$ cat config.mk
export PLATFORM = sky130hd
export DESIGN_NAME = fsk_frame_receiver
export DESIGN_NICKNAME = d
export VERILOG_FILES = /design/src/rtl/fsk_frame_receiver_pkg.sv /design/src/rtl/fsk_frame_receiver_bit_sync.sv /design/src/rtl/fsk_frame_receiver.sv
export SDC_FILE = /design/constraint.sdc
export NUM_CORES = 1
export LEC_CHECK = 0
export CORE_ASPECT_RATIO = 1.75
export CORE_MARGIN = 2
export CORE_UTILIZATION = 65
export CTS_CLUSTER_DIAMETER = 50
export CTS_CLUSTER_SIZE = 28
export DETAILED_ROUTE_END_ITERATION = 10
export GPL_ROUTABILITY_DRIVEN = 1
export HOLD_SLACK_MARGIN = 0.15
export PLACE_DENSITY = 0.88
export SYNTH_ARGS = -nofsm -noshare
export SYNTH_HDL_FRONTEND = slang
export SYNTH_SLANG_ARGS = --single-unit
$ cat constraint.sdc
create_clock -name clk -period 4.3 [get_ports clk]
set_input_delay 0.645 -clock clk [delete_from_list [all_inputs] [get_ports clk]]
set_output_delay 0.645 -clock clk [all_outputs]
set_load 0.01 [all_outputs]
$ cat src/rtl/fsk_frame_receiver_pkg.sv
// Shared types and defaults for the FSK frame receiver.
`timescale 1ns/1ps
package fsk_frame_receiver_pkg;

    typedef enum logic [1:0] {
        StHunt,
        StLen,
        StPayload,
        StChk
    } rx_state_e;

    localparam logic [15:0] DefaultSyncWord = 16'hD391;
    localparam int unsigned DefaultMaxLen   = 64;
    localparam int unsigned LenWidth        = $clog2(DefaultMaxLen + 1);

    function automatic logic maj3(input logic a, input logic b, input logic c);
        return (a & b) | (a & c) | (b & c);
    endfunction

endpackage

$ cat src/rtl/fsk_frame_receiver_bit_sync.sv
// Bit timing recovery: input synchronizer, edge-aligned phase counter, majority
// sampler and idle-bit watchdog.
`timescale 1ns/1ps
module fsk_frame_receiver_bit_sync
    import fsk_frame_receiver_pkg::*;
#(
    parameter int unsigned CLKS_PER_BIT = 50,
    parameter int unsigned TIMEOUT_BITS = 32
) (
    input  logic clk,
    input  logic rst_n,
    input  logic demod_bit,
    output logic bit_tick,
    output logic bit_val,
    output logic timeout
);

    localparam int unsigned PhW   = $clog2(CLKS_PER_BIT);
    localparam int unsigned IdleW = $clog2(TIMEOUT_BITS + 1);
    localparam logic [PhW-1:0]   HalfBit  = PhW'(CLKS_PER_BIT / 2);
    localparam logic [PhW-1:0]   LastPh   = PhW'(CLKS_PER_BIT - 1);
    localparam logic [IdleW-1:0] IdleMax  = IdleW'(TIMEOUT_BITS);

    logic             meta_q;
    logic             bit_s_q;
    logic             bit_s_prev_q;
    logic             bit_s_prev2_q;
    logic [PhW-1:0]   phase_q, phase_d;
    logic [IdleW-1:0] idle_q, idle_d;
    logic             edge_det;

    assign edge_det = bit_s_q ^ bit_s_prev_q;
    // A realigning edge suppresses the tick that would otherwise fire this cycle.
    assign bit_tick = !edge_det && (phase_q == HalfBit);
    assign bit_val  = maj3(bit_s_q, bit_s_prev_q, bit_s_prev2_q);
    assign timeout  = (idle_q == IdleMax);

    always_comb begin
        phase_d = phase_q + PhW'(1);
        idle_d  = idle_q;
        if (edge_det) begin
            phase_d = PhW'(1);
            idle_d  = '0;
        end else begin
            if (phase_q == LastPh) begin
                phase_d = '0;
            end
            if (bit_tick && (idle_q != IdleMax)) begin
                idle_d = idle_q + IdleW'(1);
            end
        end
    end

    always_ff @(posedge clk or negedge rst_n) begin
        if (!rst_n) begin
            meta_q        <= 1'b0;
            bit_s_q       <= 1'b0;
            bit_s_prev_q  <= 1'b0;
            bit_s_prev2_q <= 1'b0;
            phase_q       <= '0;
            idle_q        <= '0;
        end else begin
            meta_q        <= demod_bit;
            bit_s_q       <= meta_q;
            bit_s_prev_q  <= bit_s_q;
            bit_s_prev2_q <= bit_s_prev_q;
            phase_q       <= phase_d;
            idle_q        <= idle_d;
        end
    end

endmodule

$ cat src/rtl/fsk_frame_receiver.sv
// FSK frame receiver: sync-word hunt, then [LEN][payload x LEN][CHK] deframing with
// additive checksum over LEN and payload.
`timescale 1ns/1ps
module fsk_frame_receiver
    import fsk_frame_receiver_pkg::*;
#(
    parameter int unsigned CLKS_PER_BIT = 50,
    parameter logic [15:0] SYNC_WORD    = DefaultSyncWord,
    parameter int unsigned MAX_LEN      = DefaultMaxLen,
    parameter int unsigned TIMEOUT_BITS = 32
) (
    input  logic       clk,
    input  logic       rst_n,
    input  logic       demod_bit,
    output logic [7:0] out_data,
    output logic       out_valid,
    output logic       out_last,
    output logic       sync_locked,
    output logic       frame_done,
    output logic       frame_ok,
    output logic       frame_err
);

    localparam int unsigned RemW = $clog2(MAX_LEN + 1);

    logic bit_tick, bit_val, timeout;

    fsk_frame_receiver_bit_sync #(
        .CLKS_PER_BIT(CLKS_PER_BIT),
        .TIMEOUT_BITS(TIMEOUT_BITS)
    ) u_bit_sync (
        .clk      (clk),
        .rst_n    (rst_n),
        .demod_bit(demod_bit),
        .bit_tick (bit_tick),
        .bit_val  (bit_val),
        .timeout  (timeout)
    );

    rx_state_e       state_q, state_d;
    logic [15:0]     sr_q, sr_d, sr_next;
    logic [7:0]      byte_sr_q, byte_sr_d, byte_next;
    logic [2:0]      bit_cnt_q, bit_cnt_d;
    logic [7:0]      sum_q, sum_d;
    logic [RemW-1:0] rem_q, rem_d;
    logic [7:0]      out_data_q, out_data_d;
    logic            out_valid_q, out_valid_d;
    logic            out_last_q, out_last_d;
    logic            locked_q, locked_d;
    logic            done_q, done_d;
    logic            ok_q, ok_d;
    logic            err_q, err_d;
    logic            byte_end;

    assign byte_next = {byte_sr_q[6:0], bit_val};
    assign sr_next   = {sr_q[14:0], bit_val};
    assign byte_end  = (bit_cnt_q == 3'd7);

    always_comb begin
        state_d     = state_q;
        sr_d        = sr_q;
        byte_sr_d   = byte_sr_q;
        bit_cnt_d   = bit_cnt_q;
        sum_d       = sum_q;
        rem_d       = rem_q;
        out_data_d  = out_data_q;
        out_valid_d = 1'b0;
        out_last_d  = 1'b0;
        locked_d    = locked_q;
        done_d      = 1'b0;
        ok_d        = ok_q;
        err_d       = 1'b0;

        if (timeout && (state_q != StHunt)) begin
            state_d  = StHunt;
            locked_d = 1'b0;
            err_d    = 1'b1;
        end else if (bit_tick) begin
            if (state_q == StHunt) begin
                if (sr_next == SYNC_WORD) begin
                    state_d   = StLen;
                    locked_d  = 1'b1;
                    sr_d      = '0;
                    bit_cnt_d = '0;
                end else begin
                    sr_d = sr_next;
                end
            end else begin
                byte_sr_d = byte_next;
                bit_cnt_d = bit_cnt_q + 3'd1;
                if (byte_end) begin
                    case (state_q)
                        StLen: begin
                            if ((byte_next == 8'd0) || (32'(byte_next) > MAX_LEN)) begin
                                state_d  = StHunt;
                                locked_d = 1'b0;
                                err_d    = 1'b1;
                            end else begin
                                sum_d   = byte_next;
                                rem_d   = RemW'(byte_next);
                                state_d = StPayload;
                            end
                        end
                        StPayload: begin
                            out_data_d  = byte_next;
                            out_valid_d = 1'b1;
                            sum_d       = sum_q + byte_next;
                            rem_d       = rem_q - RemW'(1);
                            if (rem_q == RemW'(1)) begin
                                out_last_d = 1'b1;
                                state_d    = StChk;
                            end
                        end
                        StChk: begin
                            done_d   = 1'b1;
                            ok_d     = (byte_next == sum_q);
                            err_d    = (byte_next != sum_q);
                            locked_d = 1'b0;
                            state_d  = StHunt;
                        end
                        default: state_d = StHunt;
                    endcase
                end
            end
        end
    end

    always_ff @(posedge clk or negedge rst_n) begin
        if (!rst_n) begin
            state_q     <= StHunt;
            sr_q        <= '0;
            byte_sr_q   <= '0;
            bit_cnt_q   <= '0;
            sum_q       <= '0;
            rem_q       <= '0;
            out_data_q  <= '0;
            out_valid_q <= 1'b0;
            out_last_q  <= 1'b0;
            locked_q    <= 1'b0;
            done_q      <= 1'b0;
            ok_q        <= 1'b0;
            err_q       <= 1'b0;
        end else begin
            state_q     <= state_d;
            sr_q        <= sr_d;
            byte_sr_q   <= byte_sr_d;
            bit_cnt_q   <= bit_cnt_d;
            sum_q       <= sum_d;
            rem_q       <= rem_d;
            out_data_q  <= out_data_d;
            out_valid_q <= out_valid_d;
            out_last_q  <= out_last_d;
            locked_q    <= locked_d;
            done_q      <= done_d;
            ok_q        <= ok_d;
            err_q       <= err_d;
        end
    end

    assign out_data    = out_data_q;
    assign out_valid   = out_valid_q;
    assign out_last    = out_last_q;
    assign sync_locked = locked_q;
    assign frame_done  = done_q;
    assign frame_ok    = ok_q;
    assign frame_err   = err_q;

endmodule
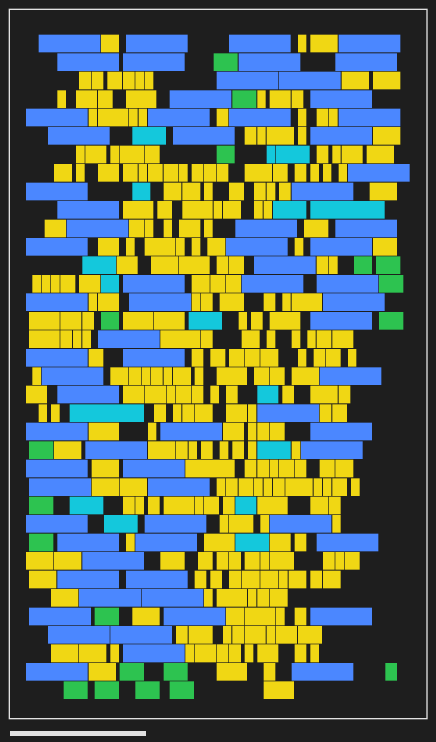
**Above:** run 1 (placed cells, one colour a class).
Scale bar: 20 µm.
colour	class	cells
green	other buffers and delay cells	19
yellow	all other logic	284
cyan	clock drivers and dummy loads	16
blue	flip-flops	72
core occupancy in the finished layout: 0.7523
number of cell rows: 36
cell area after layout: 4168 µm²
register share of the cell area: 0.4323

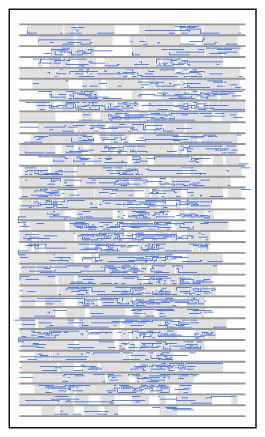
**Above:** run 1 (signal wires on met1).
Supply wires on this layer in grey. Cells faint in the background.
nets with wire on the layer	380
share of all routed wire	40%
final WL: 7490 µm
GR Util met1: 0.3095
via count: 2,817

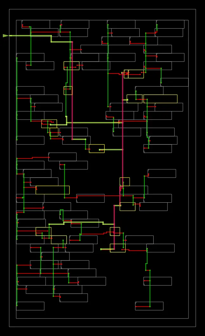
**Above:** run 1 (clock nets).
clock sink total: 72
Latency at later pin: 0.35 ns

==> git commit body, run 1 <==
Store results of the implementation flow

- Highest Clock Rate: 336.0 MHz
- The share of the Yosys chip area taken by registers is 0.4829.
- The horizontal die dimension reported for this design is 61.27 µm.
* Antenna viol nets, final: 0
- # H-tree levels: 3
- In the layout the commonest cells are 72 x sky130_fd_sc_hd__dfrtp_1, 44 x sky130_fd_sc_hd__nand2_1, 27 x sky130_fd_sc_hd__nor2_1.
- Non-CTS buffers: 19
- The design draws 1.326 mW.
* Power of the clock network: 0.583 mW
- Of the total synthesized cell area, the portion taken by XOR and XNOR cells is 0.02347.
* Reg2Reg Capture Point: out_data[6]
- OpenROAD warning count: 32
- Metal2 WL: 3988 µm
- The critical path crosses 6 cells after its start point.
* Comb power frac: 0.036
* Hold Slack: 0.3610 ns
* Category of cells accounting for the largest share of critical-path delay: simple AND/OR/NAND/NOR gates
- Per the final report, the share of cell area in non-clock buffers is 0.04263.
- For this run, the total global-route usage over all layers was measured as 0.2606.
- Final non-filler cell total: 467
- Mapped Nets: 394
- Entering global routing, the biggest net connects 40 pins.
* Final setup TNS: 0 ns
* Path type of the worst setup path: reg2reg
- Register bit total from synthesis: 72
* CTS tree: yes
- The number of cells on the worst reg-to-reg path is 6.
* Layout net count: 410
- Average detailed-routed wire length per instance: 16.04 µm
* Area occupied by multi-input gates: 1805 µm²
* FILL cells: 364
- Final HPWL DP: 5124 µm
- Number of failing hold endpoints at the final stage: 0
- Kind of capture point of the worst setup path: flop
- Largest reg by FF count: sr_q
- The internal portion of the total power is 1.031 mW.
* Core Area: 5540 µm²
* Top area cell types: sky130_fd_sc_hd__dfrtp_1 48%, sky130_fd_sc_hd__ha_1 6.7%, sky130_fd_sc_hd__mux2_2 6.6%, sky130_fd_sc_hd__nand2_1 4.4%, sky130_fd_sc_hd__nor2_1 2.7%
- Data arrives at the worst endpoint at 3.21 ns.
* Number of distinct standard cells referenced by the synthesized netlist: 52
* Total of buffers placed on input and output ports: 16
- Max Used Layer: met4
- For the worst reg-to-reg path, the startpoint reported by OpenROAD is u_bit_sync.bit_s_prev_q.
* Count of flip-flops with a built-in enable after synthesis: 0
- Counting only logic cells after layout, the most numerous master is sky130_fd_sc_hd__dfrtp_1.
- The first global-routing pass estimated 12,580 µm of wire.
- The register with the most flip-flops in the layout has 15 of them.
- Sw Share: 0.2224
* Max-area cell class: multi-input combinational cells
- The biggest slice of the total power is consumed by registers.
- Count of multi-input combinational gates: 266
* Sequence of cells on the critical path: ha_1, nor4_2, buf_4, and2_1, nand3_1, mux2_2
* Worst Path Required: 4.53 ns
* Number of buffers created by CTS: 9
- Synthesized instance count: 370
- DRC viols: 0
- Sequential logic power: 0.695 mW
- Die footprint: 6386 µm²
- Per the GRT congestion report, total overflow comes to 0.
- Capture point of the worst path: out_data[6]
- STA classifies the critical path startpoint as a flop.
* Min-delay worst type: in2async
- Avg Vias per Cell: 6.032
- The layout report lists the clock-cell share of area as 0.05284.
- Total power per unit cell area: 318.2 nW/µm²
- Critical-path top delay cell: sky130_fd_sc_hd__and2_1
* Part of the total power dissipated in sequential elements: 0.524
- TritonRoute pass-1 iters: 4
- In this run the cell area measured after placement is 3948 µm².
- From the final report, the count of setup violators was given as 0.
* Number of slew-limit violations in the final report: 0
- Fraction of layout instances using a drive strength above 1: 0.1330
* Routed met3 length: 280 µm
* Total buffers and inverters traversed by the critical path: 1
- Clock tree synthesis selected as its root buffer the cell sky130_fd_sc_hd__clkbuf_8.
* Flop2flop setup slack: 1.32 ns
- At the placement stage, the worst setup path has a slack of 1.320 ns.
- Slew margin rel.: 0.4275
- Outcome: finished, final reports clean
- The power report lists the combinational group at 0.0483 mW.
- The initial antenna violation count is 0.
- AO/OA Area Share: 0.1201
* Number of signal-net inverters in the final layout: 18
- Across all setup checks in the final design, the least slack found is 1.323 ns.
- Biggest area consumer among synthesized cells: sky130_fd_sc_hd__dfrtp_1
* Yosys simple share: 0.1908
- Per the OpenROAD power report, leakage power amounts to 1.879 nW.
- Detailed router's first-iteration violation count: 178
- Main flop type after synthesis: sky130_fd_sc_hd__dfrtp_1
* Comb area share: 0.4332
* Delay contributed by the slowest stage of the critical path: 0.50 ns
- The number of placed instances, taps included, is 451.
* Fraction of registers with async set/reset: 1.000
- In this run the post-CTS setup repair buffer count came out at 0.
- Post-Synthesis Cell Area: 3731 µm²
- The final antenna diode tally reported by the flow is 0.
- Number of warnings printed during yosys synthesis: 0
- FA/HA/MAJ Cells, Area Fraction: 0.07243
- CTS-repair resized insts: 0
* Layout Area Growth over Synthesis: 11.70%
* Minimum period implied by the final worst setup slack: 2.977 ns
* Clock Path Buffers: 2
- Met3 routing resource usage after global routing: 0.05970
- met2 track demand over resource after global routing is 0.4309.
* Wire length the detailed router placed on met1: 2986 µm
- Routability congestion estimate: 0.8919
- The synthesis stats list as the most numerous cell sky130_fd_sc_hd__dfrtp_1.
* Yosys stat cell total: 370
* Commonest cells in the netlist: 72 x sky130_fd_sc_hd__dfrtp_1, 44 x sky130_fd_sc_hd__nand2_1, 27 x sky130_fd_sc_hd__nor2_1, 22 x sky130_fd_sc_hd__mux2_2
* Taps Inserted: 76
* Avg Cell Area, Syn: 10.08 µm²
- In the final layout, flip-flops and latches occupy 1802 µm².
- The clock buffers instantiated in the layout total 10.
- Final critical-path share of the clock period: 0.6922
* Largest fanout on the critical path: 14
- At the pin with the least slew margin, the transition time is 0.8540 ns.
- The floorplan step records an initial core utilization of 0.6734.
- Launch point of the worst path: u_bit_sync.bit_s_prev_q
- The analysis attributes to net switching a power of 0.2950 mW.
* Main logic family after synthesis: simple AND/OR/NAND/NOR gates
* Worst Skew: 0.008721 ns
## Run 2: what changed since run 1
CORE_UTILIZATION = 54   (was 65)
PLACE_DENSITY = 0.78   (was 0.88)
clock period = 2.6 ns   (was 4.3 ns; I/O delays follow)
==> git commit body, run 2 <==
Store results of the implementation flow

- Int Pwr: 1.929 mW
- Hold Slack: 0.3695 ns
* Avg Vias per Cell: 5.641
- CTS placed an instance of sky130_fd_sc_hd__clkbuf_16 at the clock tree root.
- Number of cells after detailed placement: 469
- R2r worst-path depth: 6
- The area taken by multi-input combinational cells is reported as 1810 µm².
- Sequential element share of the synthesized area: 0.4829
- Inserted Diodes: 0
* Non-clock buffer share: 0.06329
- Number of warnings printed during yosys synthesis: 0
- After legalization and detailed placement, the total HPWL measured 5253 µm.
* TritonRoute pass-1 iters: 4
- The highest supply drop recorded on VDD is 0.4872 mV.
- STA classifies the critical path startpoint as a flop.
* Layout net count: 421
- Per the layout area report, the combinational fraction of cell area is 0.4163.
* Number of slew-limit violations in the final report: 0
- CTS added clock buffers totalling 9.
- Tracing the worst setup path back leads to its startpoint at u_bit_sync.bit_s_prev_q.
- Fraction of layout instances using a drive strength above 1: 0.1521
- Metal2 WL: 3894 µm
- Sequential Area: 1802 µm²
- met3 track demand over resource after global routing is 0.04734.
- Critical-path top delay cell: sky130_fd_sc_hd__ha_1
- Derived from the worst setup path, the maximum achievable clock frequency is 418.1 MHz.
- In this run, synthesis inferred 0 flip-flops with an integrated enable.
* Top-area cell share: 0.4829
- STA on the placed design reports a worst setup slack of 0.06327 ns.
- Die footprint: 7617 µm²
- Outcome: finished, final reports clean
- Minimum period implied by the final worst setup slack: 2.392 ns
* Taps Inserted: 84
- After floorplanning, the core was sized to cover 6756 µm².
- Sw Share: 0.2095
- Part of the total power dissipated in sequential elements: 0.472
- Global-route track usage on met2: 0.3713
- Clock network contribution to total cell area: 0.06646
- Capture point of the worst path: sum_q[7]
* Number of signal-net inverters in the final layout: 18
- Average detailed-routed wire length per instance: 15.29 µm
- The cell-mix breakdown from Yosys lists the XOR/XNOR area share as 0.02347.
* Top cells excl fill/tap: 72 x sky130_fd_sc_hd__dfrtp_1, 44 x sky130_fd_sc_hd__nand2_1, 27 x sky130_fd_sc_hd__nor2_1
- Worst Tran Pin Value: 0.5453 ns
- At floorplan, the net count of the design was reported as 394.
- At the later pin of the worst-skew pair, clock insertion delay measures 0.33 ns.
- STA shows the worst min-delay path finishing at u_bit_sync.bit_s_q.
* Sequence of cells on the critical path: ha_1, nor4_2, o211ai_1, or3_1, or3_1, and3_1
* Top area cell types: sky130_fd_sc_hd__dfrtp_1 48%, sky130_fd_sc_hd__ha_1 6.7%, sky130_fd_sc_hd__mux2_2 6.6%, sky130_fd_sc_hd__nand2_1 4.4%, sky130_fd_sc_hd__nor2_1 2.7%
- The max-slew check reports its worst relative slack as 0.6356.
- Static power due to leakage: 1.975 nW
- Grouping stages by cell kind, the critical path spends the most delay in simple AND/OR/NAND/NOR gates.
- Clock tree synthesis found a total of 72 sinks.
- Detailed routing placed a total of 181 µm of wire on met3.
* FF-to-FF Start: u_bit_sync.bit_s_prev_q
* Worst Path Required: 2.82 ns
- Post-CTS repair changed the size of 0 cells.
- sky130_fd_sc_hd__dfrtp_1 takes more of the synthesized area than any other cell.
- Switch Pwr: 0.5110 mW
* Non-CTS buffers: 30
- Layout clock buffers: 12
* Total buffers and inverters traversed by the critical path: 0
- Of the available clock period, the critical path in the final layout requires 0.9199.
- Total of buffers placed on input and output ports: 16
- In this run the cell area of the synthesized design comes to 3731 µm².
- Largest net degree at the start of global routing: 73
* Power group with the largest share: clock
* Final setup TNS: 0 ns
- Power, Total: 2.440 mW
- Yosys simple share: 0.1908
- OpenROAD emitted warnings numbering 32.
- The first global-routing pass estimated 13,040 µm of wire.
- According to the floorplan log, the row count is 40.
* Main logic family after synthesis: simple AND/OR/NAND/NOR gates
- Sequential logic power: 1.15 mW
* Routability congestion estimate: 0.8488
* Max-area cell class: multi-input combinational cells
- The floorplan step records an initial core utilization of 0.5522.
* Final non-filler cell total: 485
- Kind of capture point of the worst setup path: flop
- Area after detailed placement: 4045 µm²
- FILL cells: 566
* Number of global-route vias before repair: 2,783
- The end-of-flow timing check tallies setup violations at 0.
- Commonest cells in the netlist: 72 x sky130_fd_sc_hd__dfrtp_1, 44 x sky130_fd_sc_hd__nand2_1, 27 x sky130_fd_sc_hd__nor2_1, 22 x sky130_fd_sc_hd__mux2_2
- Detailed router's first-iteration violation count: 153
- Largest fanout on the critical path: 9
- Reg2Reg Capture Point: sum_q[7]
* Most common cell in the synthesized netlist: sky130_fd_sc_hd__dfrtp_1
- The synthesis report gives the async set-or-reset register share as 1.000.
* Number of failing hold endpoints at the final stage: 0
* Number of buffers inserted to repair setup after CTS: 0
- Global routing finished with a remaining overflow of 0.
* Synthesized instance count: 370
* AO/OA Area Share: 0.1201
- Core occupancy in the finished layout: 0.6437
- Flop2flop setup slack: 0.21 ns
- Registers represent a cell area share of 0.4143.
* CTS tree: yes
- The STA report counts the stages on the worst setup path as 6.
* Count of multi-input combinational gates: 266
* Aggregate global-route resource usage: 0.2256
- TritonRoute reported its final design rule violation total as 0.
- During I/O placement, the number of pins put on the boundary was 17.
* Antenna violations before repair: 0
* Largest reg by FF count: sr_q
- The register with the most flip-flops in the layout has 15 of them.
* Min-delay worst type: reg2reg
* Signal arrival time at the worst endpoint: 2.61 ns
- Comb power frac: 0.035
- For this run, the leading register cell type out of synthesis is sky130_fd_sc_hd__dfrtp_1.
- In the hold timing report, the worst path depth is 0.
- Counting distinct cell types in the post-synthesis netlist gives 52.
- For this run, the slowest stage of the critical path takes 0.42 ns.
* Yosys stat cell total: 370
- Combinational power for this build is 0.0849 mW.
- Register bit total from synthesis: 72
* Clock Path Buffers: 2
* Die Wd: 66.84 µm
- The cell-mix breakdown from Yosys lists the adder-cell area share as 0.07243.
- Total power per unit cell area: 561.0 nW/µm²
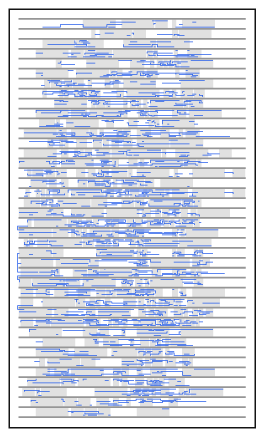
**Above:** run 2 (signal wires on met1).
Supply wires on this layer in grey. Cells faint in the background.
nets with wire on the layer	385
share of all routed wire	43%
longest straight run	29.9 µm
wire length on this layer	3,180 µm
via count: 2,736
final WL: 7414 µm
GR Util met1: 0.2825

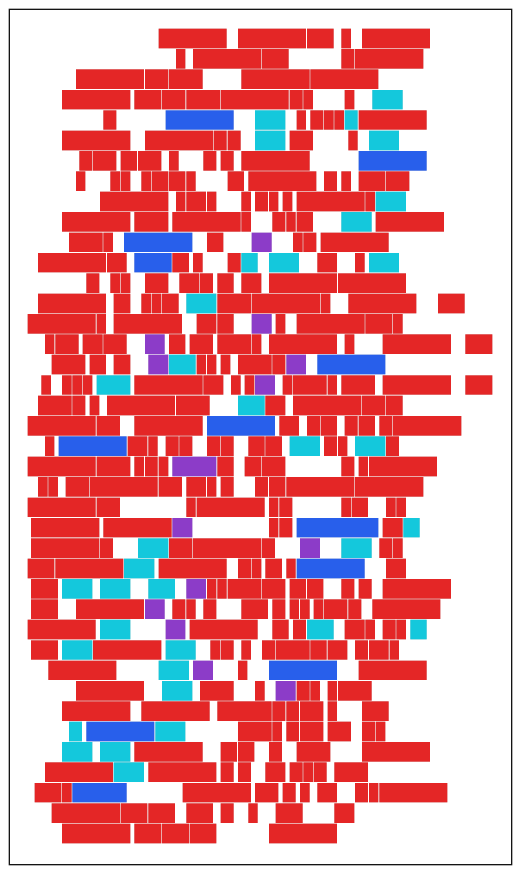
**Above:** run 2 (cell sizes after repair).
colour	size	cells	share
blue	drive 6 and up	12	3.0%
red	drive 1 or less	340	85%
cyan	drive 2	35	8.7%
purple	drive 3 to 4	14	3.5%
worst path setup slack after routing: 0.2083 ns
Layout Area Growth over Synthesis: 16.57%
cell area after layout: 4349 µm²

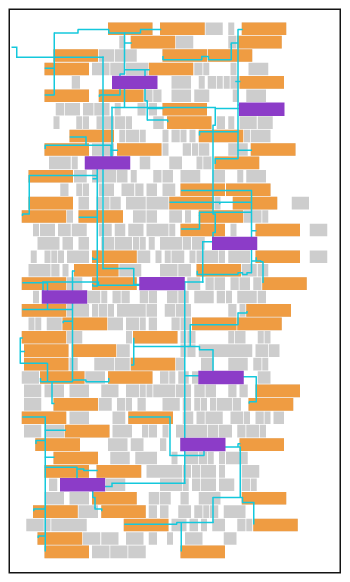
**Above:** run 2 (routed clock nets over the placement).
[orange] flip-flops | count: 72
[cyan] clock wires | length: 907 µm
[purple] cells driving clock nets | count: 9
flops lie	spread over the die
routed clock nets	10
power of the clock network: 1.20 mW
Worst Skew: 0.004912 ns

## Run 3: what changed since run 2
SLEW_MARGIN = 20   (was unset)
==> git commit body, run 3 <==
Store results of the implementation flow

- Outcome: finished, final reports clean
* Path type of the worst setup path: reg2reg
- The average instance in the mapped netlist occupies 10.08 µm².
- Cell area after layout: 4349 µm²
- On met1, the global router reports a usage of 0.2825.
- Highest Clock Rate: 418.1 MHz
- Across the placement rows, the number of tap cells is 84.
* Largest reg by FF count: sr_q
* Number of failing hold endpoints at the final stage: 0
- Metal2 WL: 3894 µm
- Sequential element share of the synthesized area: 0.4829
- Main logic family after synthesis: simple AND/OR/NAND/NOR gates
* Number of global-route vias before repair: 2,783
- The placement report lists the number of port buffers as 16.
- FILL cells: 566
- Routed met3 length: 181 µm
- WP depth: 6
* XOR/XNOR Fraction of Synth Area: 0.02347
- Most common cell in the synthesized netlist: sky130_fd_sc_hd__dfrtp_1
* Fraction of layout instances using a drive strength above 1: 0.1521
- Worst Tran Pin Value: 0.5453 ns
- Per the synthesis report, the AND-OR/OR-AND share of the synthesized area is 0.1201.
* Post-Synthesis Cell Area: 3731 µm²
- The number of different library cells used by synthesis comes to 52.
- TritonRoute pass-1 iters: 4
* Sequence of cells on the critical path: ha_1, nor4_2, o211ai_1, or3_1, or3_1, and3_1
- Non-CTS buffers: 30
- The DRC violation total left in the routed layout is recorded as 0.
- Number of signal-net inverters in the final layout: 18
- Of the total synthesized cell area, the portion taken by AND, OR, NAND and NOR gates is 0.1908.
- Area after detailed placement: 4045 µm²
- Clock network contribution to total cell area: 0.06646
- In this run the critical register-to-register path is launched from u_bit_sync.bit_s_prev_q.
- Sw Share: 0.2095
- FA/HA/MAJ Cells, Area Fraction: 0.07243
- The path class of the tightest hold or removal check is reg2reg.
* Average detailed-routed wire length per instance: 15.29 µm
* Max-area cell class: multi-input combinational cells
- The final timing report lists a max-slew violation count of 0.
* Largest net degree at the start of global routing: 73
- Synthesized instance count: 370
* CTS-repair resized insts: 0
* Layout net count: 421
* Flop2flop setup slack: 0.21 ns
* Number of warnings printed during yosys synthesis: 0
* Hold endpoint: u_bit_sync.bit_s_q
- In the layout the commonest cells are 72 x sky130_fd_sc_hd__dfrtp_1, 44 x sky130_fd_sc_hd__nand2_1, 27 x sky130_fd_sc_hd__nor2_1.
* Via count: 2,736
- Once placement completed, the tool counted placed cells totaling 469.
* Category of cells accounting for the largest share of critical-path delay: simple AND/OR/NAND/NOR gates
- For this run, the detailed router reports a per-instance via density of 5.641.
- Int Pwr: 1.929 mW
- Global-route track usage on met2: 0.3713
* Layout Area Growth over Synthesis: 16.57%
* Ports: 17
- Die Wd: 66.84 µm
- STA shows the worst reg2reg path with a cell count of 6.
- Fraction of registers with async set/reset: 1.000
- Final HPWL DP: 5253 µm
* Final setup TNS: 0 ns
- The register with the most flip-flops in the layout has 15 of them.
* Power in combinational cells: 0.0849 mW
- After synthesis the netlist holds a flip-flop and latch count of 72.
* Top area cell types: sky130_fd_sc_hd__dfrtp_1 48%, sky130_fd_sc_hd__ha_1 6.7%, sky130_fd_sc_hd__mux2_2 6.6%, sky130_fd_sc_hd__nand2_1 4.4%, sky130_fd_sc_hd__nor2_1 2.7%
- Total buffers and inverters traversed by the critical path: 0
- After floorplanning, the core was divided into 40 placement rows.
- The first global-routing pass estimated 13,040 µm of wire.
- STA classifies the critical path endpoint as a flop.
- Clock Tree Root: sky130_fd_sc_hd__clkbuf_16
* Minimum period implied by the final worst setup slack: 2.392 ns
- After its last routability iteration, the placer logged a weighted congestion of 0.8488.
- The worst setup path is launched from a flop.
- Sequential logic power: 1.15 mW
* Critical-path top delay cell: sky130_fd_sc_hd__ha_1
* Core Density at Floorplan: 0.5522
- The final timing report gives a worst setup slack of 0.2083 ns.
- Wire length the detailed router placed on met1: 3180 µm
- Per the OpenROAD floorplan log, the area of the core is 6756 µm².
- The most critical setup path has its startpoint at u_bit_sync.bit_s_prev_q.
- The finished layout holds 485 standard cells, fillers aside.
- The most critical hold endpoint after final layout shows a slack of 0.3695 ns.
* Clock Path Buffers: 2
- In this run the static leakage power is 1.975 nW.
* Slew margin rel.: 0.6356
- Mapped Nets: 394
- The required time at the worst endpoint is listed as 2.82 ns.
* Reg2Reg Capture Point: sum_q[7]
- Per the post-route antenna check, the number of violating nets is 0.
* Worst Skew: 0.004912 ns
* Worst Setup Slack post-DPL: 0.06327 ns
* Clock sink total: 72
- After the first detailed-routing iteration, the DRC count stood at 153.
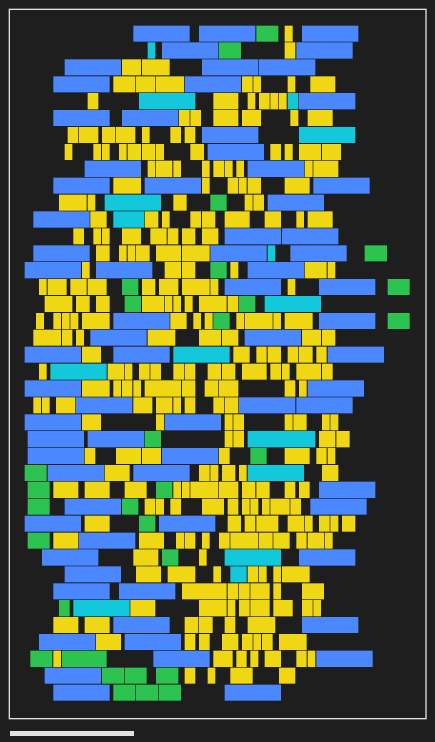
**Above:** run 3 (placed cells, one colour a class).
Scale bar: 20 µm.
colour	class	cells
blue	flip-flops	72
yellow	all other logic	284
cyan	clock drivers and dummy loads	15
green	other buffers and delay cells	30
register share of the cell area: 0.4143
core occupancy in the finished layout: 0.6437

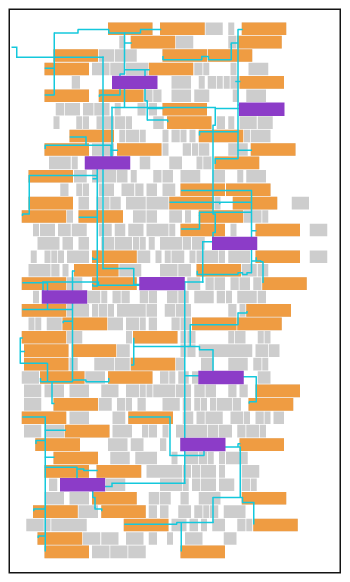
**Above:** run 3 (routed clock nets over the placement).
[purple] cells driving clock nets | count: 9
[cyan] clock wires | length: 907 µm
[orange] flip-flops | count: 72
routed clock nets	10
part of the power in the clock network: 0.493
Latency at later pin: 0.33 ns

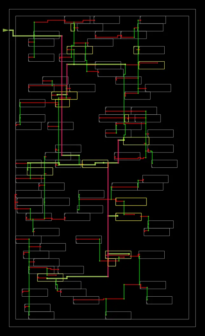
**Above:** run 3 (clock nets).
final sequential cell count: 72
Layout clock buffers: 12
number of buffers created by CTS: 9

Power figures rest on the tool's default switching activity, not on a simulated workload.
